===== src/rtl/testarray0_splitter_if.sv =====
// Array/element type package and the splitter's paired blocking-port interface
// (sync = requester side valid/accept, notify = splitter side ready/valid).
package testarray0_types;
  typedef logic [31:0]       int32_t;
  typedef logic [1:0][31:0]  int_2;
endpackage

interface testarray0_splitter_if;
  testarray0_types::int_2   arr_in;
  logic                     arr_in_sync;
  logic                     arr_in_notify;
  testarray0_types::int32_t elem_out;
  logic                     elem_out_sync;
  logic                     elem_out_notify;

  // Environment side: producer of arrays and consumer of elements.
  modport master (
    output arr_in, arr_in_sync, elem_out_sync,
    input  arr_in_notify, elem_out, elem_out_notify
  );

  // Splitter side.
  modport slave (
    input  arr_in, arr_in_sync, elem_out_sync,
    output arr_in_notify, elem_out, elem_out_notify
  );
endinterface


===== src/rtl/testarray0_splitter.sv =====
// Splits an int_2 array into two integer transfers, first element valid 1 cycle after input transfer;
// elem_out_sync low stalls with stable outputs. TESTARRAY0_SPLITTER_ZERO_SKIP_EN drops zero elements.
module testarray0_splitter #(
  parameter int FIRST_IDX = 0
) (
  input logic                    clk,
  input logic                    rst,
  testarray0_splitter_if.slave   bus
);

  if (FIRST_IDX != 0 && FIRST_IDX != 1) begin : g_bad_first_idx
    $error("testarray0_splitter: FIRST_IDX must be 0 or 1");
  end

  localparam bit FI = (FIRST_IDX == 1);
  localparam bit SI = !FI;

`ifdef TESTARRAY0_SPLITTER_ZERO_SKIP_EN
  localparam bit ZERO_SKIP = 1'b1;
`else
  localparam bit ZERO_SKIP = 1'b0;
`endif

  typedef enum logic [1:0] {
    ST_READ    = 2'd0,
    ST_WRITE_A = 2'd1,
    ST_WRITE_B = 2'd2
  } st_e;

  st_e                      st_q;
  testarray0_types::int_2   buf_q;
  testarray0_types::int32_t elem_q;
  logic                     elem_vld_q;
  logic                     arr_rdy_q;

  logic in_xfer;
  logic out_xfer;
  logic skip_first_in;
  logic skip_second_in;
  logic skip_second_buf;

  assign in_xfer         = arr_rdy_q & bus.arr_in_sync;
  assign out_xfer        = elem_vld_q & bus.elem_out_sync;
  assign skip_first_in   = ZERO_SKIP && (bus.arr_in[FI] == '0);
  assign skip_second_in  = ZERO_SKIP && (bus.arr_in[SI] == '0);
  assign skip_second_buf = ZERO_SKIP && (buf_q[SI] == '0);

  always_ff @(posedge clk or posedge rst) begin
    if (rst) begin
      st_q       <= ST_READ;
      buf_q      <= '0;
      elem_q     <= '0;
      elem_vld_q <= 1'b0;
      arr_rdy_q  <= 1'b1;
    end else begin
      case (st_q)
        ST_READ: begin
          if (in_xfer) begin
            buf_q <= bus.arr_in;
            if (!skip_first_in) begin
              elem_q     <= bus.arr_in[FI];
              elem_vld_q <= 1'b1;
              arr_rdy_q  <= 1'b0;
              st_q       <= ST_WRITE_A;
            end else if (!skip_second_in) begin
              // Leading zero dropped: go straight to the last-element state.
              elem_q     <= bus.arr_in[SI];
              elem_vld_q <= 1'b1;
              arr_rdy_q  <= 1'b0;
              st_q       <= ST_WRITE_B;
            end
          end
        end
        ST_WRITE_A: begin
          if (out_xfer) begin
            if (skip_second_buf) begin
              elem_vld_q <= 1'b0;
              arr_rdy_q  <= 1'b1;
              st_q       <= ST_READ;
            end else begin
              elem_q <= buf_q[SI];
              st_q   <= ST_WRITE_B;
            end
          end
        end
        ST_WRITE_B: begin
          if (out_xfer) begin
            elem_vld_q <= 1'b0;
            arr_rdy_q  <= 1'b1;
            st_q       <= ST_READ;
          end
        end
        default: begin
          elem_vld_q <= 1'b0;
          arr_rdy_q  <= 1'b1;
          st_q       <= ST_READ;
        end
      endcase
    end
  end

  assign bus.arr_in_notify   = arr_rdy_q;
  assign bus.elem_out        = elem_q;
  assign bus.elem_out_notify = elem_vld_q;

  a_stall_stable: assert property (@(posedge clk) disable iff (rst)
    (elem_vld_q && !bus.elem_out_sync) |=> (elem_vld_q && $stable(elem_q)));

  a_no_overlap: assert property (@(posedge clk) disable iff (rst)
    !(elem_vld_q && arr_rdy_q));

  a_write_a_data: assert property (@(posedge clk) disable iff (rst)
    (st_q == ST_WRITE_A) |-> (elem_q == buf_q[FI]));

  a_write_b_data: assert property (@(posedge clk) disable iff (rst)
    (st_q == ST_WRITE_B) |-> (elem_q == buf_q[SI]));

endmodule


===== src/flat_wrapper.sv =====
// flat-port wrapper written by rule: the top's interface ports become plain ports
module testarray0_splitter_flat 
#(
  parameter int FIRST_IDX = 0
)
  (clk, rst, bus_arr_in, bus_arr_in_sync, bus_elem_out_sync, bus_arr_in_notify, bus_elem_out, bus_elem_out_notify);
  testarray0_splitter_if bus_i ();
  input logic clk;
  input logic rst;
  input wire logic [$bits(bus_i.arr_in)-1:0] bus_arr_in;
  input wire logic [$bits(bus_i.arr_in_sync)-1:0] bus_arr_in_sync;
  input wire logic [$bits(bus_i.elem_out_sync)-1:0] bus_elem_out_sync;
  output wire logic [$bits(bus_i.arr_in_notify)-1:0] bus_arr_in_notify;
  output wire logic [$bits(bus_i.elem_out)-1:0] bus_elem_out;
  output wire logic [$bits(bus_i.elem_out_notify)-1:0] bus_elem_out_notify;
  assign bus_i.arr_in = bus_arr_in;
  assign bus_i.arr_in_sync = bus_arr_in_sync;
  assign bus_i.elem_out_sync = bus_elem_out_sync;
  assign bus_arr_in_notify = bus_i.arr_in_notify;
  assign bus_elem_out = bus_i.elem_out;
  assign bus_elem_out_notify = bus_i.elem_out_notify;
  testarray0_splitter #(.FIRST_IDX(FIRST_IDX)) u_core (.clk(clk), .rst(rst), .bus(bus_i));
endmodule

===== config.mk =====
export PLATFORM = sky130hd
export DESIGN_NAME = testarray0_splitter_flat
export DESIGN_NICKNAME = d
export VERILOG_FILES = /design/src/rtl/testarray0_splitter_if.sv /design/src/rtl/testarray0_splitter.sv /design/src/flat_wrapper.sv
export SDC_FILE = /design/constraint.sdc
export NUM_CORES = 1
export LEC_CHECK = 0
export CORE_ASPECT_RATIO = 1.1
export CORE_MARGIN = 2
export CORE_UTILIZATION = 49
export DETAILED_ROUTE_END_ITERATION = 6
export PLACE_DENSITY = 0.95
export SLEW_MARGIN = 5
export SYNTH_ARGS = -nofsm -noshare
export SYNTH_HDL_FRONTEND = slang
export SYNTH_SLANG_ARGS = --single-unit

===== constraint.sdc =====
create_clock -name clk -period 4.5 [get_ports clk]
set_input_delay 1.35 -clock clk [delete_from_list [all_inputs] [get_ports clk]]
set_output_delay 1.35 -clock clk [all_outputs]
set_load 0.01 [all_outputs]

==> job_summary.md, run 1 <==
### Flow metrics

| Metric | Value |
|---|---|
| Fraction of layout instances using a drive strength above 1 | 32.1% |
| Status | finished, final reports clean |
| Most Crowded Layer GR | met2 |
| Met2 routed WL | 3210 um |
| Final Slew Violations | 0 |
| Net count, final | 362 |
| Normalized max-slew margin | 33.6% |
| Unrepaired setup endpoints after global routing | false |
| Chip area | 0.00687 mm^2 |
| Hold Crit Class | register to register |
| FP Rows | 30 |
| Top sig layer | met4 |
| CTS tree | built |
| Hold Path Depth | 1 |
| DRT iter0 DRCs | 39 |
| Sequential Power Share | 53.2% |
| Endpoints failing hold | 0 |
| Sw power | 231 uW |
| Hold bufs inserted after CTS | 0 |
| Area grow syn2layout | 40.6% |
| PwrDens | 268 mW/mm^2 |
| Post-DP HPWL | 4360 um |
| Reg-to-reg startpoint | u_core.st_q[1]$_DFFE_PP0P_ |
| I/O pin count | 102 |
| Worst skew pair latency | 0.33 ns |
| Final period utilization | 65.9% |
| Die Ht | 86.7 um |
| Number of port buffers | 101 |
| Wirelength per Cell | 16.5 um |
| PostCTS Resize Cnt | 0 |
| Main area contributors | dfrtp_1, mux2_2, mux2_4 |
| Post-synth seq share | 55.9% |
| Grt ovf | 0 |
| Final Critical Period | 2.97 ns |
| Flop2flop setup slack | 2.11 ns |
| Fillers | 439 |
| Worst endpoint required time | 4.71 ns |
| Clock-pin slew on the worst setup and hold paths | 0.06 ns |
| Post-synth top cells | dfrtp_1, mux2_2, mux2_1 |
| Core area | 0.00608 mm^2 |
| Hold path startpoint | u_core.bus.elem_out[31]$_DFFE_PP0P_ |
| Num CTS Buffers | 9 |
| Layout Skew | 0.00818 ns |
| Critical path endpoint | u_core.bus.elem_out[9]$_DFFE_PP0P_ |
| Syn Nets | 258 |
| Yosys Chip Area | 0.00305 mm^2 |
| Critical path capture point type | register |
| Layout Cells excl Fill | 379 |
| Met1 wire length | 2630 um |
| Max_cap viols | 0 |
| Basic Gates by Area | 0.985% |
| Switching part of the total | 20.1% |
| Htree depth | 3 |
| Routed WL | 6240 um |
| Synth Area in XOR/XNOR | 0% |
| CP startpoint | bus_arr_in_sync |
| FMAX | 337 MHz |
| Yosys stat cell total | 190 |
| Placed Instances | 363 |
| CP arrival | 3.18 ns |
| FP Core Util | 50.1% |
| Longest Clk Path Bufs | 2 |
| Setup TNS | 0 ns |
| Leakage Power | 1.99 nW |
| Syn Area/Cell | 16.0 um^2 |
| Synth area leader | dfrtp_1 |
| Vias in the first global route | 2,116 |
| Async S/R FF share, synth | 100% |
| Initial DRT Pass Iterations | 4 |
| Post-CTS Setup Inserts | 0 |
| R2R cell count | 4 |
| Syn Std Cell Area | 0.00305 mm^2 |
| Internal Power | 918 uW |
| Combinational power share | 7.4% |
| Synth top cell by count | dfrtp_1 |
| Synthesis Warnings | 0 |
| EDFF count, synth | 0 |
| M3 GR Usage | 3.96% |
| # DRC | 0 |
| Clk sinks | 68 |
| DRT antenna net count | 0 |
| Wire length on met3 | 323 um |
| Yosys top cell area share | 55.0% |
| Fa+ha+maj area frac | 0% |
| M1 GR Usage | 23.7% |
| Top logic family | multiplexers |
| Main flop type | dfrtp_1 |
| First-pass GRT wire length | 10,100 um |
| Clk Tree Root Cell | clkbuf_8 |
| Compound-Gate Fraction of Synth Area | 2.09% |
| Mux frac, synth | 37.7% |
| Worst slew pin tran | 0.991 ns |
| Setup CP Type | input port to register |
| Critical path peak fanout | 32 |
| Via Count | 1,895 |
| Routability Congestion | 0.701 |
| Synth cell types | 20 |
| Antenna diodes | 0 |
| Stage-log warning count | 27 |
| Vias/cell | 5.00 |
[run 1: metrics by stage]
step                setup WS (ns)  hold slack [ns]  power, mW  util [%]  instance area (um^2)
floorplan                    1.44            0.473      0.644         -                  3050
global placement             1.22            0.468      0.707      67.5                  4100
detailed placement           1.17            0.479      0.709      67.5                  4100
CTS                          1.53            0.494       1.16      70.5                  4290
global route                 1.44            0.508       1.20      70.5                  4290
finish                       1.53            0.492       1.15      70.5                  4290
[run 1: power groups by stage]
stage	Sequential [mW]	Clock, mW	Combinational, mW
floorplan	0.623	0	0.0218
global placement	0.623	0	0.0847
detailed placement	0.623	0	0.0866
CTS	0.611	0.465	0.0874
global route	0.611	0.493	0.0930
finish	0.611	0.452	0.0855
[run 1: cells in the final DEF, fill, tap and decap left out, types with 2 or more instances in the layout]
master / count
buf_4: 3
clkdlybuf4s50_1: 101
mux2_4: 18
a21oi_1: 2
nand2_1: 2
clkbuf_8: 12
a21o_1: 2
clkbuf_1: 3
dfrtp_1: 67
mux2_1: 21
mux2_2: 57
[run 1: registers in the layout (all words and copies together) (netlist names)]
name	cells
u_core.bus.elem_out	32
u_core.bus.arr_in_notify	1
u_core.bus.elem_out_notify	1
u_core.buf_q	32
u_core.st_q	2
[run 1: area by class of cell]
cell class / instances / area, um^2 / share of cell area, %
Multi-Input combinational cell: 109 / 1260 / 29.4
Clock buffer: 15 / 176 / 4.12
Timing Repair Buffer: 104 / 1030 / 24.1
Inverter: 2 / 7.51 / 0.175
Sequential cell: 68 / 1700 / 39.7
Tap cell: 80 / 100 / 2.34
Clock inverter: 1 / 5.00 / 0.117
[run 1: critical path: stages]
cell and delay (ns):
clkdlybuf4s50_1 0.48, nor4bb_4 0.30, o21bai_4 0.16, buf_4 0.49, mux2_2 0.39
### Metal 1, run 1

Drawn at 4 px/um. Supply wires on this layer in grey.
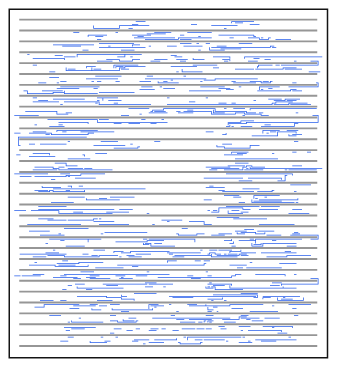
main direction	horizontal
nets with wire on the layer	302
share of all routed wire	42%
wire length on this layer	2,630 um

### Met2 routing, run 1

Drawn at 3 px/um.
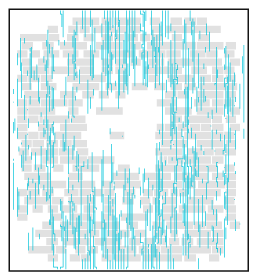
longest straight run	42.5 um
wire length on this layer	3,210 um
nets with wire on the layer	333

### Met3 routing, run 1

Drawn at 4 px/um.
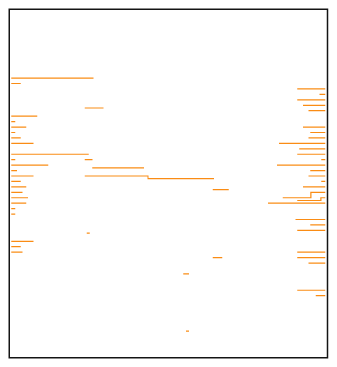
wire length on this layer	324 um
share of all routed wire	5.2%
nets with wire on the layer	53

### Placed standard cells, run 1

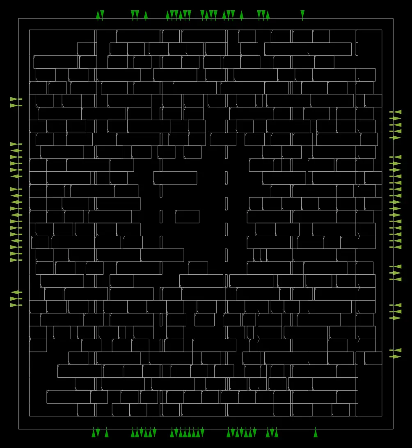

==> run 2, diff against run 1 <==
- CORE_UTILIZATION: 49 -> 46
- PLACE_DENSITY: 0.95 -> 0.91
- clock period: 4.5 -> 2.8 ns (I/O delays scaled with it)
### Placed standard cells, run 2

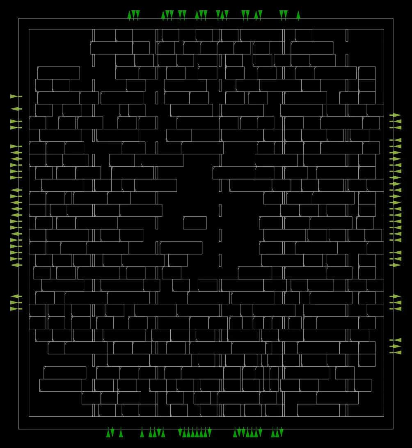
core area: 0.00652 mm^2
FP Rows: 31
Layout Cells excl Fill: 385
tap cells: 82
Util after Layout: 66.9%

### Metal 1, run 2

Drawn at 4 px/um. Supply wires on this layer in grey.
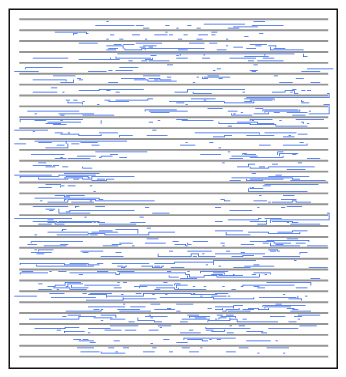
longest straight run	44.2 um
share of all routed wire	40%
main direction	horizontal

==> run 2 against run 1 <==
  * Critical path type is now register to output port
  * Clock skew about the same
  * Global-route usage down 0.18 points
  * Sequential cell count unchanged
  * Synthesized area unchanged
==> job_summary.md, run 2 <==
### Flow metrics

| Metric | Value |
|---|---|
| Max_cap viols | 0 |
| Post-CTS Setup Inserts | 0 |
| Worst slew pin tran | 0.532 ns |
| Final instance area | 0.00436 mm^2 |
| Critical path capture point type | output port |
| Fa+ha+maj area frac | 0% |
| Worst endpoint required time | 1.96 ns |
| EDFF count, synth | 0 |
| Hold Crit Class | register to register |
| # DRC | 0 |
| Syn Nets | 258 |
| CP bufs+invs | 1 |
| Synth Area in XOR/XNOR | 0% |
| Endpoints failing hold | 0 |
| FMAX | 440 MHz |
| Post-synth top cells | dfrtp_1, mux2_2, mux2_1 |
| Comb area | 0.00126 mm^2 |
| Endpoints failing setup | 0 |
| Multi-input gates | 109 |
| Status | finished, final reports clean |
| Most frequent cells in the layout | clkdlybuf4s50_1, dfrtp_1, mux2_2 |
| Initial antenna violation count | 0 |
| CTS tree | built |
| PostCTS Resize Cnt | 0 |
| Final hold slack | 0.494 ns |
| CP arrival | 1.43 ns |
| Synthesis Warnings | 0 |
| Crit-path max cell delay | 0.56 ns |
| Place WS | 0.239 ns |
| FF/Latch Area | 0.00170 mm^2 |
| Wirelength per Cell | 16.6 um |
| Signal buf overhead | 25.2% |
| Longest Clk Path Bufs | 2 |
| Htree depth | 3 |
| First-pass GRT wire length | 10,200 um |
| Syn Std Cell Area | 0.00305 mm^2 |
| Basic Gates by Area | 0.985% |
| Layout clock area frac | 4.30% |
| Fillers | 499 |
| Area grow syn2layout | 43.1% |
| Die Ht | 89.4 um |
| Top logic family | multiplexers |
| Hold bufs inserted after CTS | 0 |
| Worst skew pair latency | 0.34 ns |
| CLK BUF | 12 |
| Normalized max-slew margin | 64.5% |
| Non-clk bufs | 108 |
| Unrepaired setup endpoints after global routing | false |
| Number of port buffers | 101 |
| Most used logic cell in the final layout | clkdlybuf4s50_1 |
| Synth top cell by count | dfrtp_1 |
| Total power | 1.86 mW |
| Inverters | 2 |
| Clk sinks | 68 |
| Max VDD drop | 0.000250 V |
| Mux frac, synth | 37.7% |
| Clock-pin slew on the worst setup and hold paths | 0.07 ns |
| Num CTS Buffers | 9 |
| Main flop type | dfrtp_1 |
| Kind of cell adding the most delay to the critical path | flip-flops |
| Chip area | 0.00729 mm^2 |
| Routability Congestion | 0.672 |
| Synth area leader | dfrtp_1 |
| Flop share of the area | 39.0% |
| FP Core Util | 46.8% |
| Post-DP HPWL | 4630 um |
| Tot GR Track Use | 19.1% |
| Via Count | 1,917 |
| Vias/cell | 4.98 |
| Compound-Gate Fraction of Synth Area | 2.09% |
| Setup ws final | 0.528 ns |
| Final period utilization | 81.2% |
| Initial DRT Pass Iterations | 4 |
| Leading cell kind | registers |
| Critical path peak fanout | 4 |
| Syn Area/Cell | 16.0 um^2 |
| Crit path cell chain | clkdlybuf4s50_1 |
| DRT iter0 DRCs | 45 |
| Main area contributors | dfrtp_1, mux2_2, mux2_4 |
| Synth cell types | 20 |
| Synth Register Bits | 68 |
| Yosys Chip Area | 0.00305 mm^2 |
| Kind of start point of the critical path | register |
| Placed Instances | 369 |
| Die W | 81.6 um |
| Placement Cell Area | 0.00417 mm^2 |
| Stage-log warning count | 26 |
| Slowest cell on the critical path | dfstp_2 |
| Antenna diodes | 0 |
| Async S/R FF share, synth | 100% |
| DRT antenna net count | 0 |
| Final Slew Violations | 0 |
| Vias in the first global route | 2,122 |
| Yosys top cell area share | 55.0% |
| Setup CP Type | register to output port |
| PwrDens | 427 mW/mm^2 |
| Leakage Power | 2.03 nW |
| Routed WL | 6380 um |
| Fraction of layout instances using a drive strength above 1 | 34.0% |
| Setup TNS | 0 ns |
| Net count, final | 366 |
| I/O pin count | 102 |
| Clk Tree Root Cell | clkbuf_8 |
| Comb area share | 28.9% |
| Layout Skew | 0.00797 ns |
| Yosys stat cell total | 190 |
| Post-synth seq share | 55.9% |
| Grt ovf | 0 |
| Final Critical Period | 2.27 ns |
| Largest net degree at the start of global routing | 69 |
| Flops | 68 |
| Mapped Cells | 190 |
[run 2: cell counts after synthesis]
Identical to the previous run, type by type.
[run 2: worst paths after layout]
| path | depth (start not counted) | from | slack [ns] | endpoint |
|---|---|---|---|---|
| min | 1 | u_core.bus.elem_out[6]$_DFFE_PP0P_ | 0.49 | u_core.bus.elem_out[6]$_DFFE_PP0P_ |
| max | 1 | u_core.bus.arr_in_notify$_DFFE_PP1P_ | 0.53 | bus_arr_in_notify |
| min in group asynchronous | 3 | rst | 0.87 | u_core.bus.elem_out[11]$_DFFE_PP0P_ |
| max in group asynchronous | 3 | rst | 1.58 | u_core.bus.arr_in_notify$_DFFE_PP1P_ |
| min reg2reg | 1 | u_core.bus.elem_out[6]$_DFFE_PP0P_ | 0.49 | u_core.bus.elem_out[6]$_DFFE_PP0P_ |
| max reg2reg | 4 | u_core.st_q[1]$_DFFE_PP0P_ | 0.82 | u_core.bus.elem_out[20]$_DFFE_PP0P_ |
[run 2: cell families after synthesis]
group / Yosys count
flip-flops: 68
AND-OR/OR-AND: 8
multiplexers: 96
AND/OR/NAND/NOR: 5
buffers and inverters: 13
[run 2: where the power goes]
part | leakage, nW | switching [mW] | total [mW] | internal (mW)
Sequential | 0.947 | 0 | 0.982 | 0.982
Clock | 0.0982 | 0.353 | 0.743 | 0.389
Combinational | 0.984 | 0.0386 | 0.139 | 0.101
Total | 2.03 | 0.392 | 1.86 | 1.47
[run 2: per-layer routing]
metal  part of all wire, %  global-route usage, %  wire length (um)
met3                   6.0                   4.44               381
met4                   2.3                   10.0               146
met5                     0                      0                 0
met2                    51                   33.3              3270
met1                    40                   21.9              2580
### Met2 routing, run 2

Drawn at 3 px/um.
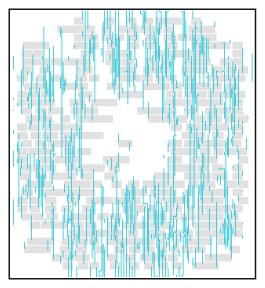

==> run 3, diff against run 2 <==
- CORE_UTILIZATION: 46 -> 41
- PLACE_DENSITY: 0.91 -> 0.87
- clock period: 2.8 -> 2 ns (I/O delays scaled with it)
### Met2 routing, run 3

Drawn at 3 px/um.
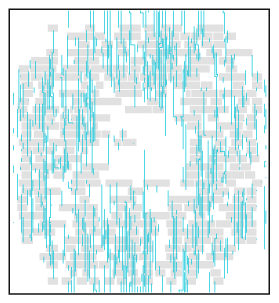
nets with wire on the layer	347
main direction	vertical
wire length on this layer	3,330 um
share of all routed wire	52%
longest straight run	41.1 um

### Metal 1, run 3

Drawn at 4 px/um. Supply wires on this layer in grey.
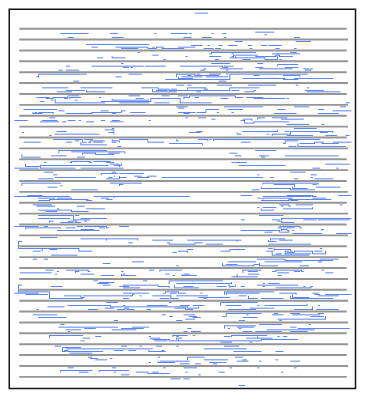
share of all routed wire	42%
wire length on this layer	2,700 um
nets with wire on the layer	321
main direction	horizontal

==> run 3 against run 2 <==
  * Clock skew is 0.00080 ns higher
  * Cell count up 1.6%
  * First-iteration DRC count increased by 4.4%
  * Clock power increased by 48%
  * Critical endpoint is now u_core.bus.elem_out[23]$_DFFE_PP0P_
==> job_summary.md, run 3 <==
### Flow metrics

| Metric | Value |
|---|---|
| FMAX | 529 MHz |
| FP Core Util | 42.8% |
| CLK BUF | 12 |
| DRT iter0 DRCs | 47 |
| CP bufs+invs | 2 |
| Stage-log warning count | 26 |
| Core area | 0.00713 mm^2 |
| Initial DRT Pass Iterations | 2 |
| CTS tree | built |
| Max_cap viols | 0 |
| Die W | 86.2 um |
| Hold Crit Class | register to register |
| Tap cells | 85 |
| Non-clk bufs | 113 |
| Comb area | 0.00126 mm^2 |
| Layout Skew | 0.00877 ns |
| Leading cell kind | registers |
| Main area contributors | dfrtp_1, mux2_2, mux2_4 |
| Net count, final | 371 |
| Slowest cell on the critical path | clkdlybuf4s50_1 |
| Fillers | 571 |
| Most frequent cells in the layout | clkdlybuf4s50_1, dfrtp_1, mux2_2 |
| Worst endpoint required time | 2.20 ns |
| PostCTS Resize Cnt | 1 |
| Kind of cell adding the most delay to the critical path | buffers and inverters |
| Worst slew pin tran | 0.434 ns |
| Mapped Cells | 190 |
| Crit-path max cell delay | 0.49 ns |
| Tot GR Track Use | 16.9% |
| Num CTS Buffers | 9 |
| Initial antenna violation count | 0 |
| Final Critical Period | 1.89 ns |
| Syn Std Cell Area | 0.00305 mm^2 |
| Signal buf overhead | 26.0% |
| R2R cell count | 4 |
| Status | finished, final reports clean |
| Normalized max-slew margin | 71.1% |
| Post-CTS Setup Inserts | 0 |
| Worst hold endpoint | u_core.bus.elem_out[26]$_DFFE_PP0P_ |
| Antenna diodes | 0 |
| FF/Latch Area | 0.00170 mm^2 |
| Final period utilization | 94.5% |
| Htree depth | 3 |
| PwrDens | 605 mW/mm^2 |
| Final Slew Violations | 0 |
| Synthesis Warnings | 0 |
| Main flop type | dfrtp_1 |
| Via Count | 1,964 |
| Reg2reg end | u_core.bus.elem_out[28]$_DFFE_PP0P_ |
| Layout clock area frac | 4.30% |
| Yosys stat cell total | 190 |
| Hold bufs inserted after CTS | 0 |
| Clock-pin slew on the worst setup and hold paths | 0.07 ns |
| Final hold slack | 0.484 ns |
| CP startpoint | bus_arr_in_sync |
| Number of port buffers | 101 |
| Post-synth top cells | dfrtp_1, mux2_2, mux2_1 |
| FP Rows | 32 |
| I/O pin count | 102 |
| Multi-input gates | 109 |
| Chip area | 0.00814 mm^2 |
| Syn Area/Cell | 16.0 um^2 |
| Critical path peak fanout | 16 |
| Util after Layout | 62.0% |
| Kind of start point of the critical path | input port |
| Synth Register Bits | 68 |
| Yosys Chip Area | 0.00305 mm^2 |
| Most used logic cell in the final layout | clkdlybuf4s50_1 |
| Critical path capture point type | register |
| Comb area share | 28.5% |
| Endpoints failing hold | 0 |
| Post-synth seq share | 55.9% |
| EDFF count, synth | 0 |
| First-pass GRT wire length | 10,600 um |
| Wirelength per Cell | 16.5 um |
| Vias/cell | 5.02 |
| DRT antenna net count | 0 |
| Flops | 68 |
| Hold path startpoint | u_core.bus.elem_out[26]$_DFFE_PP0P_ |
| Routability Congestion | 0.748 |
| Yosys top cell area share | 55.0% |
| Clk Tree Root Cell | clkbuf_8 |
| Post-DP HPWL | 4860 um |
| Clk sinks | 68 |
| Syn Nets | 258 |
| Area grow syn2layout | 45.0% |
| Unrepaired setup endpoints after global routing | false |
| Largest net degree at the start of global routing | 36 |
| Synth top cell by count | dfrtp_1 |
| Flop share of the area | 38.5% |
## run 3: cell counts after synthesis
Identical to the previous run, type by type.
## run 3: worst reg2reg max path: stages (launching register included)
cell and delay, ns:
dfrtp_1 0.50, nand2b_1 0.40, buf_4 0.25, mux2_1 0.34, mux2_4 0.26
## run 3: power breakdown
part           switching (mW)  internal, mW  total [mW]
Combinational          0.0571         0.144       0.201
Sequential                  0          1.38        1.38
Clock                   0.470         0.629        1.10
Total                   0.527          2.15        2.67
## run 3: layer usage
layer	vias up	GRT usage [%]	wire length (um)
li1	903	-	-
met1	994	20.3	2700
met5	-	0	0
met3	8	4.63	328
met4	0	6.38	85
met2	59	29.0	3330
## run 3: worst max path at each step
| stage | slack, ns | to | cells past startpoint |
|---|---|---|---|
| floorplan | 0.20 | u_core.bus.elem_out[22]$_DFFE_PP0P_ | 5 |
| global placement | -0.26 | u_core.bus.elem_out[9]$_DFFE_PP0P_ | 5 |
| detailed placement | -0.33 | u_core.bus.elem_out[19]$_DFFE_PP0P_ | 5 |
| CTS | 0.03 | u_core.bus.elem_out[19]$_DFFE_PP0P_ | 5 |
| global route | 0.04 | u_core.bus.elem_out[29]$_DFFE_PP0P_ | 4 |
| finish | 0.11 | u_core.bus.elem_out[23]$_DFFE_PP0P_ | 5 |
## run 3: cell families (layout without fill, tap and decap cells)
family	Yosys count	in the layout	synth area share, %
AND/OR/NAND/NOR	5	5	0.986
AND-OR/OR-AND	8	8	2.09
flip-flops	68	68	55.9
multiplexers	96	96	37.7
buffers and inverters	13	129	3.37
## run 3: per-stage QoR
stage | cells | area (um^2) | worst slack (ns)
floorplan | 190 | 3050 | 0.204
global placement | 377 | 4230 | -0.257
detailed placement | 377 | 4230 | -0.331
CTS | 391 | 4420 | 0.0291
global route | 391 | 4420 | 0.0371
finish | 391 | 4420 | 0.110
Power is estimated from default activity; no workload was simulated.
